Fig. 1: run 1, sequential cells colored by netlist name
Other sequential cells in the stronger gray, the rest of the logic in the fainter gray.
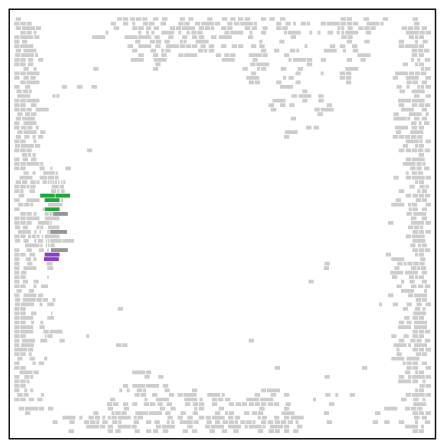
Fig. 2: run 1, wiring by layer
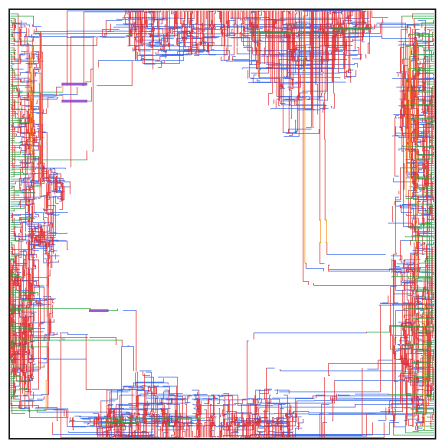
Fig. 3: run 1, met3 routing
Bar = 100 um.
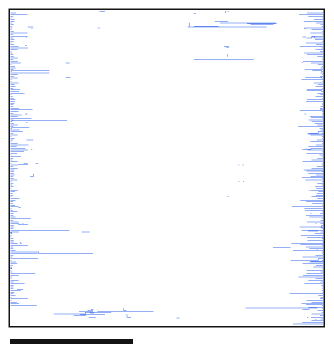
File: config.mk
export PLATFORM = sky130hd
export DESIGN_NAME = fifo_wr_arbiter
export DESIGN_NICKNAME = d
export VERILOG_FILES = /design/src/rtl/fifo_arb_pkg.sv /design/src/rtl/fifo_wr_arbiter_rr_pick.sv /design/src/rtl/fifo_wr_arbiter.sv
export SDC_FILE = /design/constraint.sdc
export NUM_CORES = 1
export LEC_CHECK = 0
export CORE_AREA = 2 2 253 255
export CTS_CLUSTER_SIZE = 28
export DETAILED_ROUTE_END_ITERATION = 8
export DIE_AREA = 0 0 255 257
export HOLD_SLACK_MARGIN = 0.1
export SLEW_MARGIN = 20
export SYNTH_ARGS = -nofsm -noshare
export SYNTH_HDL_FRONTEND = slang
export SYNTH_SLANG_ARGS = --single-unit
File: constraint.sdc
create_clock -name clk -period 5.75 [get_ports clk]
set_input_delay 1.4375 -clock clk [delete_from_list [all_inputs] [get_ports clk]]
set_output_delay 1.4375 -clock clk [all_outputs]
set_load 0.01 [all_outputs]
File: src/rtl/fifo_arb_pkg.sv
// Shared definitions for the FIFO write-side arbiter and its FIFO.
// Default sizes live here so the arbiter and the FIFO agree on width and depth.
package fifo_arb_pkg;

  typedef enum logic {
    IDLE  = 1'b0,
    BURST = 1'b1
  } arb_state_e;

  localparam int DEF_NUM_REQ   = 4;
  localparam int DEF_WIDTH     = 128;
  localparam int DEF_MAX_BURST = 8;

endpackage

File: src/rtl/fifo_wr_arbiter_rr_pick.sv
// Combinational round-robin selector: first valid requester at or after ptr,
// wrapping modulo NUM_REQ. Shared with read-side schedulers.
module rr_pick #(
  parameter int NUM_REQ = 4,
  parameter int IW      = $clog2(NUM_REQ)
) (
  input  logic [NUM_REQ-1:0] valid,
  input  logic [IW-1:0]      ptr,
  output logic [IW-1:0]      idx,
  output logic               any
);

  // Walk offsets from farthest to nearest so the nearest valid one wins last.
  always_comb begin
    idx = '0;
    any = |valid;
    for (int k = NUM_REQ - 1; k >= 0; k--) begin
      if (valid[(int'(ptr) + k) % NUM_REQ]) idx = IW'((int'(ptr) + k) % NUM_REQ);
    end
  end

endmodule

File: src/rtl/fifo_wr_arbiter.sv
// Round-robin arbiter sharing one FIFO write port among NUM_REQ producers.
// One owner at a time, bursts bounded by MAX_BURST beats or the owner's last flag.
module fifo_wr_arbiter
  import fifo_arb_pkg::*;
#(
  parameter int NUM_REQ   = DEF_NUM_REQ,
  parameter int WIDTH     = DEF_WIDTH,
  parameter int MAX_BURST = DEF_MAX_BURST,
  parameter int IW        = $clog2(NUM_REQ),
  parameter int BW        = $clog2(MAX_BURST + 1)
) (
  input  logic                       clk,
  input  logic                       reset,
  input  logic [NUM_REQ-1:0]         req_valid,
  input  logic [NUM_REQ*WIDTH-1:0]   req_data,
  input  logic [NUM_REQ-1:0]         req_last,
  output logic [NUM_REQ-1:0]         req_ready,
  input  logic                       fifo_full,
  output logic                       fifo_wr,
  output logic [WIDTH-1:0]           fifo_data_in,
  output logic [IW-1:0]              grant_id,
  output logic                       busy
);

  arb_state_e                        state, state_nxt;
  logic [IW-1:0]                     owner, owner_nxt;
  logic [IW-1:0]                     rr_ptr, rr_ptr_nxt;
  logic [BW-1:0]                     beat_cnt, beat_cnt_nxt;
  logic [IW-1:0]                     pick_idx;
  logic                              pick_any;
  logic                              beat, burst_end;
  logic [NUM_REQ-1:0][WIDTH-1:0]     data_arr;

  assign data_arr = req_data;

  rr_pick #(.NUM_REQ(NUM_REQ), .IW(IW)) u_pick (
    .valid (req_valid),
    .ptr   (rr_ptr),
    .idx   (pick_idx),
    .any   (pick_any)
  );

  always_ff @(posedge clk or posedge reset) begin
    if (reset) begin
      state    <= IDLE;
      owner    <= '0;
      rr_ptr   <= '0;
      beat_cnt <= '0;
    end else begin
      state    <= state_nxt;
      owner    <= owner_nxt;
      rr_ptr   <= rr_ptr_nxt;
      beat_cnt <= beat_cnt_nxt;
    end
  end

  // Handshake is purely combinational so the FIFO and the producer see the same edge.
  always_comb begin
    req_ready    = '0;
    beat         = 1'b0;
    burst_end    = 1'b0;
    fifo_wr      = 1'b0;
    fifo_data_in = '0;
    if (state == BURST) begin
      req_ready[owner] = !fifo_full;
      beat             = req_valid[owner] && !fifo_full;
      burst_end        = beat && (req_last[owner] || beat_cnt == BW'(MAX_BURST - 1));
      fifo_wr          = beat;
      if (beat) fifo_data_in = data_arr[owner];
    end
  end

  always_comb begin
    state_nxt    = state;
    owner_nxt    = owner;
    rr_ptr_nxt   = rr_ptr;
    beat_cnt_nxt = beat_cnt;
    case (state)
      IDLE: begin
        if (pick_any) begin
          state_nxt    = BURST;
          owner_nxt    = pick_idx;
          beat_cnt_nxt = '0;
        end
      end
      BURST: begin
        if (beat) beat_cnt_nxt = beat_cnt + BW'(1);
        if (burst_end) begin
          state_nxt  = IDLE;
          rr_ptr_nxt = (owner == IW'(NUM_REQ - 1)) ? '0 : owner + IW'(1);
        end
      end
      default: state_nxt = IDLE;
    endcase
  end

  assign grant_id = owner;
  assign busy     = (state == BURST);

  a_no_wr_when_full: assert property (@(posedge clk) disable iff (reset) fifo_wr |-> !fifo_full);
  a_ready_onehot0:   assert property (@(posedge clk) disable iff (reset) $onehot0(req_ready));

endmodule

==> impl_metrics.toml, run 1 <==
# generated from flow reports
[hold_path]
hold_path.class = "reg -> reg"
min_to = "rr_ptr[0]"
hold-path-cell-count = 1

[global_routing]
first_global_vias = 7105
use_met1_pct = 10.4
grt_max_degree = 135
use_met2_pct = 19.4
grt_pass1_wl_um = 48100
use_met3_pct = 1.90
antenna_found_initial = 14

[floorplanning]
die_area_sq_mm = 0.0655
core-area_sq_mm = 0.0627
initial_utilization_pct = 7.28
rows = 92

[routing]
first_iter_violations = 319
wl_met1_um = 12500
drc_errors = 0

[setup_path]
crit_slowest_cell = "mux4_4"
crit_required_ns = 4.31
cp-startpoint = "req_valid[0]"
r2r_cells = 4
crit_top_cell = "clkdlybuf4s50_1"
worstSetupStartpointType = "input pin"
crit_family = "buffers and inverters"
path_max_fanout = 129

[yosys]
synth.distinct_cells = 31
asyncSetResetFlopFracSynth_pct = 100
muxShareOfSynthArea_pct = 64.8
synth_seq_share_pct = 4.93
topCombFamilyByArea = "multiplexers"
synth-seq-cells = 9
netlist.top_cell.by_area = "mux4_2"
netlist_area_sq_mm = 0.00457
xor_area_share_pct = 0.192
netlist_instances = 379
edf_count = 0

[clock_network]
ctsLongestPathBuffers = 2
cts_buffers = 3
cts_resized = 0
ctsRootBufferMaster = "clkbuf_16"
post_cts_buffers = 0
cts_tree = "yes"
clock-sinks = 9

[finish]
mi_logic_area_sq_mm = 0.00406
fill_cells = 6801
area_share_clock_buf_inv_pct = 0.649
regArea_sq_um = 233
buf_share_pct = 55.0
n_all_inverters = 6
comb_area_share_pct = 33.4
largest_reg_flops = 4

[power]
pg_seq_uw = 129
sw_frac_of_total_pct = 40.5
comb_power_uw = 2780
power_leader = "combinational cells"
combPwrFrac_pct = 91.8

[outcome]
status = "finished clean"

[flow_run]
maxCapViolations = 0
warnings = 38

[timing]
tns_ns = 0
slew_viol_final = 0

[place]
port_buffers = 658
## Picture notes: Fig. 1
[purple] rr_ptr | sequential cells: 2
[green] beat_cnt | sequential cells: 4 | where: west
not colored: 3

## Picture notes: Fig. 2
[blue] met1 | wire length: 12500 um
[green] met3 | wire length: 3070 um
[red] met2 | wire length: 18800 um
[purple] met5 | wire length: 37.7 um
[orange] met4 | wire length: 1440 um

## Picture notes: Fig. 3
share of all routed wire: 8.6%
main direction: horizontal
nets with wire on the layer: 404
wire length on this layer: 3070 um

Fig. 4: run 1, placed standard cells
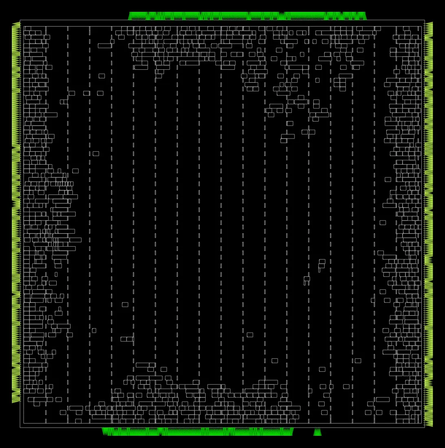

## Run 2: what changed since run 1
==> constraint.sdc (replaced) <==
create_clock -name clk -period 5.75 [get_ports clk]
set_input_delay 1.15 -clock clk [delete_from_list [all_inputs] [get_ports clk]]
set_output_delay 1.15 -clock clk [all_outputs]
set_load 0.01 [all_outputs]
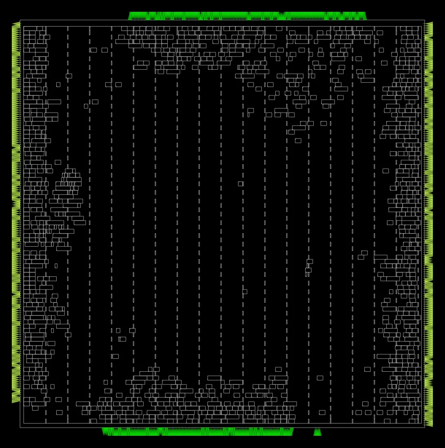
Fig. 5. Placed standard cells (run 2).
FF+latch count: 9
FP Rows: 92
fin cells: 1842
CORE AREA: 0.0627 sq mm
fin util: 19.3%

==> run 2 against run 1 <==
  * Critical path depth stayed put
  * Final cell count rose by 0.11%
  * Sequential share of layout area about the same
  * Sequential cell count did not move
  * Critical path type unchanged
  * Critical endpoint is now fifo_data_in[66]
  * Largest cell class unchanged
==> impl_metrics.toml, run 2 <==
# generated from flow reports
[hold_path]
hold-path-cell-count = 1
hold_path.class = "reg -> reg"
min_to = "rr_ptr[0]"

[global_routing]
use_met1_pct = 10.5
first_global_vias = 7351
use_met2_pct = 19.7
grt_pass1_wl_um = 49300
grt_max_degree = 135
use_met3_pct = 2.59

[finish]
area_share_clock_buf_inv_pct = 0.649
buf_share_pct = 55.0
regArea_sq_um = 233
mi_logic_area_sq_mm = 0.00406
comb_area_share_pct = 33.4
n_all_inverters = 6
seq-cell-share_pct = 1.92
fill_cells = 6840
largest_reg_flops = 4

[setup_path]
crit_slowest_cell = "mux4_4"
crit_required_ns = 4.60
crit_path_end_kind = "output port"
r2r_cells = 5
cp-startpoint = "req_valid[0]"
path_max_fanout = 86
worstSetupStartpointType = "input pin"
crit_family = "buffers and inverters"

[yosys]
synth-seq-cells = 9
synth_seq_share_pct = 4.93
netlist.top_cell.by_area = "mux4_2"
netlist_area_sq_mm = 0.00457
asyncSetResetFlopFracSynth_pct = 100
edf_count = 0
xor_area_share_pct = 0.192
netlist_instances = 379
topCombFamilyByArea = "multiplexers"

[power]
power_leader = "combinational cells"
pg_seq_uw = 125
combPwrFrac_pct = 91.9
sw_frac_of_total_pct = 41.0
comb_power_uw = 2790

[clock_network]
post_cts_buffers = 0
cts_tree = "yes"
cts_resized = 0
clock-sinks = 9
cts_buffers = 3
ctsLongestPathBuffers = 2

[floorplanning]
initial_utilization_pct = 7.28
die_area_sq_mm = 0.0655

[flow_run]
maxCapViolations = 0
warnings = 32

[timing]
tns_ns = 0
slew_viol_final = 0

[routing]
drc_errors = 0
wl_met1_um = 12600

[place]
port_buffers = 658

[outcome]
status = "finished clean"
